==> images/final_clocks.png <==
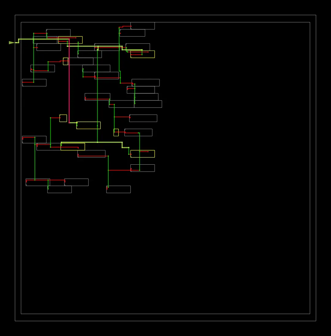
==> images/wire_density.png <==
Scale bar: 20 um. The die is cut into 23 by 23 equal tiles; dark blue is low, red is high, scaled to the fullest tile. Values are wire area over tile area, all layers added.
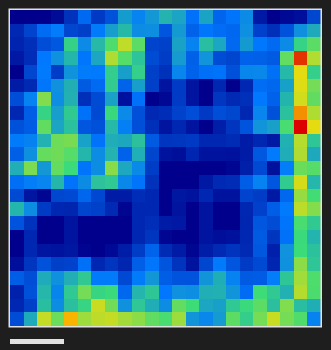
==> images/met3.png <==
Scale bar: 20 um.
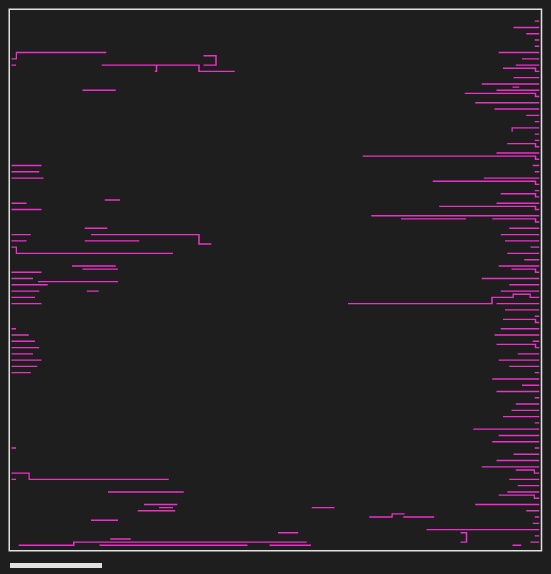
==> images/met1.png <==
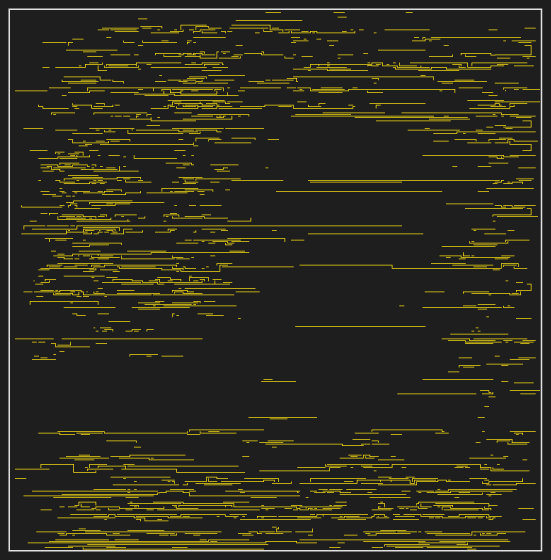
==> images/cell_classes.png <==
Fill, decap, tap and diode cells in grey.
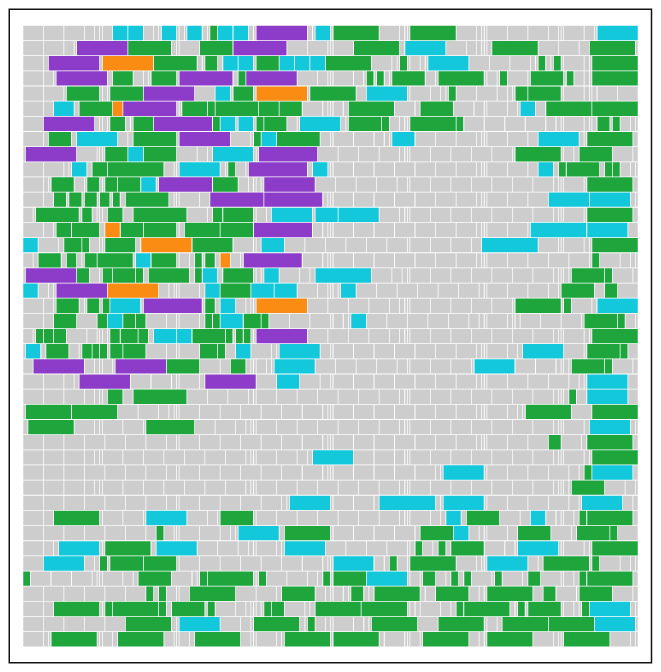
--- config.mk ---
export PLATFORM = sky130hd
export DESIGN_NAME = mem_phase_sequencer_flat
export DESIGN_NICKNAME = d
export VERILOG_FILES = /design/src/rtl/mem_phase_sequencer_pkg.sv /design/src/rtl/mem_phase_sequencer_if.sv /design/src/rtl/mem_phase_sequencer_next_phase_find.sv /design/src/rtl/mem_phase_sequencer.sv /design/src/flat_wrapper.sv
export SDC_FILE = /design/constraint.sdc
export NUM_CORES = 1
export LEC_CHECK = 0
export ABC_CLOCK_PERIOD_IN_PS = 2200
export CORE_AREA = 2 2 113 115
export CTS_CLUSTER_SIZE = 10
export DETAILED_ROUTE_END_ITERATION = 10
export DIE_AREA = 0 0 115 117
export DONT_BUFFER_PORTS = 1
export MAX_ROUTING_LAYER = met4
export PLACE_DENSITY_LB_ADDON = 0.3
export SLEW_MARGIN = 20
export SYNTH_ARGS = -nofsm -noshare
export SYNTH_HDL_FRONTEND = slang
export SYNTH_SLANG_ARGS = --single-unit
--- constraint.sdc ---
create_clock -name clock -period 2.2 [get_ports clock]
set_clock_uncertainty 0.1 [all_clocks]
set_input_delay 0.33 -clock clock [delete_from_list [all_inputs] [get_ports clock]]
set_output_delay 0.33 -clock clock [all_outputs]
set_load 0.1 [all_outputs]
--- src/rtl/mem_phase_sequencer_pkg.sv ---
// mem_phase_sequencer_pkg: shared widths, FSM encodings and phase indices for the phase sequencer.
package mem_phase_sequencer_pkg;
  localparam int NUM_PHASES = 8;
  localparam int ADDR_W = 11;
  localparam int DATA_W = 16;
  typedef logic [2:0] phase_idx_t;
  localparam logic [2:0] IDLE = 3'd0;
  localparam logic [2:0] START = 3'd1;
  localparam logic [2:0] RUN = 3'd2;
  localparam logic [2:0] NEXT = 3'd3;
  localparam logic [2:0] FINISH = 3'd4;
  localparam phase_idx_t PH_LEARN = 3'd0;
  localparam phase_idx_t PH_SINK = 3'd1;
  localparam phase_idx_t PH_DEST = 3'd2;
  localparam phase_idx_t PH_FIX_SINK = 3'd3;
  localparam phase_idx_t PH_NBR_OTHER = 3'd4;
  localparam phase_idx_t PH_BEST = 3'd5;
  localparam phase_idx_t PH_BETTER_NBR = 3'd6;
  localparam phase_idx_t PH_ACTION = 3'd7;
  function automatic logic [NUM_PHASES-1:0] onehot(input phase_idx_t idx);
    return NUM_PHASES'(1) << idx;
  endfunction
endpackage

--- src/rtl/mem_phase_sequencer_if.sv ---
// mem_phase_sequencer_if: phase-engine handshake, per-phase memory requests and the shared memory port.
interface mem_phase_sequencer_if;
  import mem_phase_sequencer_pkg::*;
  logic en;
  logic [NUM_PHASES-1:0] phase_mask;
  logic [NUM_PHASES-1:0] phase_done;
  logic [NUM_PHASES-1:0] phase_start;
  logic [NUM_PHASES*ADDR_W-1:0] ph_addr;
  logic [NUM_PHASES-1:0] ph_wr_en;
  logic [NUM_PHASES*DATA_W-1:0] ph_wdata;
  logic [ADDR_W-1:0] address;
  logic wr_en;
  logic [DATA_W-1:0] mem_data_in;
  logic [NUM_PHASES-1:0] grant;
  phase_idx_t cur_phase;
  logic busy;
  logic done;
  logic timeout_err;
  modport slave (
    input en, phase_mask, phase_done, ph_addr, ph_wr_en, ph_wdata,
    output phase_start, address, wr_en, mem_data_in, grant, cur_phase, busy, done, timeout_err
  );
  modport master (
    output en, phase_mask, phase_done, ph_addr, ph_wr_en, ph_wdata,
    input phase_start, address, wr_en, mem_data_in, grant, cur_phase, busy, done, timeout_err
  );
endinterface

--- src/rtl/mem_phase_sequencer_next_phase_find.sv ---
// mem_phase_sequencer_next_phase_find: lowest set mask bit above floor_idx (or at it when incl is set).
module mem_phase_sequencer_next_phase_find
  import mem_phase_sequencer_pkg::*;
(
  input  logic [NUM_PHASES-1:0] mask,
  input  phase_idx_t            floor_idx,
  input  logic                  incl,
  output phase_idx_t            idx,
  output logic                  found
);
  always_comb begin
    idx = '0;
    found = 1'b0;
    for (int i = NUM_PHASES - 1; i >= 0; i--)
      if (mask[i] && (i > int'(floor_idx) || (incl && i == int'(floor_idx)))) begin
        idx = phase_idx_t'(i);
        found = 1'b1;
      end
  end
endmodule

--- src/rtl/mem_phase_sequencer.sv ---
// mem_phase_sequencer: runs masked phase engines in order with exclusive use of the shared memory port.
// Define PHASE_TIMEOUT_EN to add the per-phase watchdog and sticky timeout_err.
module mem_phase_sequencer
  import mem_phase_sequencer_pkg::*;
#(
  parameter int TIMEOUT_CYC = 4096
) (
  input logic clock,
  input logic nrst,
  mem_phase_sequencer_if.slave bus
);
  logic [2:0] state_q, state_d;
  phase_idx_t cur_q, cur_d, find_idx, find_floor;
  logic [NUM_PHASES-1:0] mask_q, mask_d, grant_q, grant_d, start_q, start_d, find_mask;
  logic done_q, done_d, find_found, find_incl, search, cur_done, tout_hit, leave_run;
  mem_phase_sequencer_next_phase_find u_find (
    .mask(find_mask), .floor_idx(find_floor), .incl(find_incl), .idx(find_idx), .found(find_found)
  );
  always_comb begin
    find_mask = state_q == IDLE ? bus.phase_mask : mask_q;
    find_floor = state_q == IDLE ? PH_LEARN : cur_q;
    find_incl = state_q == IDLE;
    search = state_q == IDLE ? bus.en : state_q == NEXT;
    cur_done = bus.phase_done[cur_q];
    leave_run = cur_done || tout_hit;
    mask_d = state_q == IDLE && bus.en ? bus.phase_mask : mask_q;
    cur_d = search && find_found ? find_idx : cur_q;
    start_d = search && find_found ? onehot(find_idx) : '0;
    done_d = search && !find_found;
    grant_d = search ? start_d : (state_q == START || (state_q == RUN && !leave_run)) ? grant_q : '0;
    state_d = search ? (find_found ? START : FINISH)
            : state_q == START ? RUN
            : state_q == RUN ? (leave_run ? NEXT : RUN)
            : IDLE;
  end
  always_ff @(posedge clock or negedge nrst)
    if (!nrst) begin
      state_q <= IDLE;
      cur_q <= '0;
      mask_q <= '0;
      grant_q <= '0;
      start_q <= '0;
      done_q <= 1'b0;
    end else begin
      state_q <= state_d;
      cur_q <= cur_d;
      mask_q <= mask_d;
      grant_q <= grant_d;
      start_q <= start_d;
      done_q <= done_d;
    end
`ifdef PHASE_TIMEOUT_EN
  logic [15:0] cnt_q, cnt_d;
  logic tout_q, tout_d;
  // the flag rises as the count reaches the limit; the forced exit follows a cycle later, like phase_done
  always_comb begin
    cnt_d = state_q == START ? '0 : state_q == RUN ? cnt_q + 16'd1 : cnt_q;
    tout_hit = state_q == RUN && cnt_q == 16'(TIMEOUT_CYC - 1);
    tout_d = state_q == IDLE && bus.en ? 1'b0
           : tout_q | (state_q == RUN && !cur_done && cnt_d == 16'(TIMEOUT_CYC - 1));
  end
  always_ff @(posedge clock or negedge nrst)
    if (!nrst) begin
      cnt_q <= '0;
      tout_q <= 1'b0;
    end else begin
      cnt_q <= cnt_d;
      tout_q <= tout_d;
    end
  assign bus.timeout_err = tout_q;
`else
  assign tout_hit = 1'b0;
  assign bus.timeout_err = 1'b0;
`endif
  assign bus.phase_start = start_q;
  assign bus.grant = grant_q;
  assign bus.cur_phase = cur_q;
  assign bus.busy = state_q != IDLE;
  assign bus.done = done_q;
  assign bus.address = |grant_q ? bus.ph_addr[cur_q*ADDR_W +: ADDR_W] : '0;
  assign bus.wr_en = |grant_q ? bus.ph_wr_en[cur_q] : 1'b0;
  assign bus.mem_data_in = |grant_q ? bus.ph_wdata[cur_q*DATA_W +: DATA_W] : '0;
endmodule

--- src/flat_wrapper.sv ---
// flat-port wrapper written by rule: the top's interface ports become plain ports
module mem_phase_sequencer_flat import mem_phase_sequencer_pkg::*;
#(
  parameter int TIMEOUT_CYC = 4096
)
  (clock, nrst, bus_en, bus_phase_mask, bus_phase_done, bus_ph_addr, bus_ph_wr_en, bus_ph_wdata, bus_phase_start, bus_address, bus_wr_en, bus_mem_data_in, bus_grant, bus_cur_phase, bus_busy, bus_done, bus_timeout_err);
  mem_phase_sequencer_if bus_i ();
  input logic clock;
  input logic nrst;
  input wire logic [$bits(bus_i.en)-1:0] bus_en;
  input wire logic [$bits(bus_i.phase_mask)-1:0] bus_phase_mask;
  input wire logic [$bits(bus_i.phase_done)-1:0] bus_phase_done;
  input wire logic [$bits(bus_i.ph_addr)-1:0] bus_ph_addr;
  input wire logic [$bits(bus_i.ph_wr_en)-1:0] bus_ph_wr_en;
  input wire logic [$bits(bus_i.ph_wdata)-1:0] bus_ph_wdata;
  output wire logic [$bits(bus_i.phase_start)-1:0] bus_phase_start;
  output wire logic [$bits(bus_i.address)-1:0] bus_address;
  output wire logic [$bits(bus_i.wr_en)-1:0] bus_wr_en;
  output wire logic [$bits(bus_i.mem_data_in)-1:0] bus_mem_data_in;
  output wire logic [$bits(bus_i.grant)-1:0] bus_grant;
  output wire logic [$bits(bus_i.cur_phase)-1:0] bus_cur_phase;
  output wire logic [$bits(bus_i.busy)-1:0] bus_busy;
  output wire logic [$bits(bus_i.done)-1:0] bus_done;
  output wire logic [$bits(bus_i.timeout_err)-1:0] bus_timeout_err;
  assign bus_i.en = bus_en;
  assign bus_i.phase_mask = bus_phase_mask;
  assign bus_i.phase_done = bus_phase_done;
  assign bus_i.ph_addr = bus_ph_addr;
  assign bus_i.ph_wr_en = bus_ph_wr_en;
  assign bus_i.ph_wdata = bus_ph_wdata;
  assign bus_phase_start = bus_i.phase_start;
  assign bus_address = bus_i.address;
  assign bus_wr_en = bus_i.wr_en;
  assign bus_mem_data_in = bus_i.mem_data_in;
  assign bus_grant = bus_i.grant;
  assign bus_cur_phase = bus_i.cur_phase;
  assign bus_busy = bus_i.busy;
  assign bus_done = bus_i.done;
  assign bus_timeout_err = bus_i.timeout_err;
  mem_phase_sequencer #(.TIMEOUT_CYC(TIMEOUT_CYC)) u_core (.clock(clock), .nrst(nrst), .bus(bus_i));
endmodule
==> summary.txt <==
Status: complete, but fails checks
Failing checks: negative setup slack
Worst slew pin tran: 0.6044 ns
Required time of the critical path: 1.77 ns
Die x size: 115 um
Met3 Resource Use GR: 6.334%
Layout Nets: 625
Mean cell area of the mapped netlist: 10.98 sq um
Detailed Route Iter0 Violations: 152
Drt wl/cell: 26.49 um
Setup violators final: 42
Cell type of the slowest stage on the worst timing path: sky130_fd_sc_hd__or4_4
Fill cell instance count of the final layout: 1117
Min-delay src: bus_phase_mask[5]
Vertical extent of the die: 117 um
Setup ws final: -0.2072 ns
Area share of the largest cell type after synthesis: 38.64%
Die area: 13460 sq um
Routed wire length: 14360 um
Total of max-cap violations: 0
Synthesis-to-finish area growth: 64.62%
Number of inverters outside the clock class in the layout: 4
Number of distinct library cells after synthesis: 55
Cell count listed in synth_stat.txt: 308
Wl on met1: 5511 um
Via count of the first global-routing pass: 3207
Prevailing logic family in the synthesized netlist: multiplexers
Diode count: 9
Most frequent cells in the layout: 61 x sky130_fd_sc_hd__nand2_1, 58 x sky130_fd_sc_hd__mux4_2, 41 x sky130_fd_sc_hd__buf_12
Crit share post-route: 109.4%
Busiest layer in global routing: met2
Length of routed met3 wiring: 1177 um
Post-synth regs: 29
Total number of vias: 3144
Inserted tap cell count: 150
Level count of the clock H-tree: 2
Chip Area, Yosys: 3381 sq um
Destination of the worst hold path: u_core.mask_q[5]
Fin Hold WS: 0.07402 ns
Cell types occupying the most area after synthesis: sky130_fd_sc_hd__mux4_2 39%, sky130_fd_sc_hd__dfrtp_1 21%, sky130_fd_sc_hd__nand2_1 7.9%, sky130_fd_sc_hd__a21oi_1 5.3%, sky130_fd_sc_hd__o31ai_2 2.2%
Critical-path maximum fanout: 9
Worst setup path class: flip-flop to output port
Family with the most delay on the worst path: simple AND/OR/NAND/NOR gates
Notes on final_clocks.png above:
number of clock buffers in the layout: 5
Insertion Delay late pin: 0.28 ns
sequential cells: 29
total number of clock tree sinks: 29

Notes on wire_density.png above:
13% of the tiles are over half the peak. The emptiest ninth of the die: middle. The fullest tile reaches 0.68. The mean over all tiles is 0.17. The densest ninth of the die: bottom right.

Notes on met3.png above:
The layer holds 8.2% of the routed length. The longest straight run is 50.4 um.

Notes on met1.png above:
The layer holds 38% of the routed length. 525 nets have wire on it. The wires run mostly horizontal. The longest straight run is 70.4 um. The layer carries 5510 um of wire.

Notes on cell_classes.png above:
Key: flip-flops = purple [cells 29, share of their area 14%]; other buffers and delay cells = cyan [cells 93, share of their area 25%]; all other logic = green [cells 253, share of their area 58%]; clock drivers and dummy loads = orange [cells 8, share of their area 2.7%]
std cell rows: 41
fin util: 45.20%

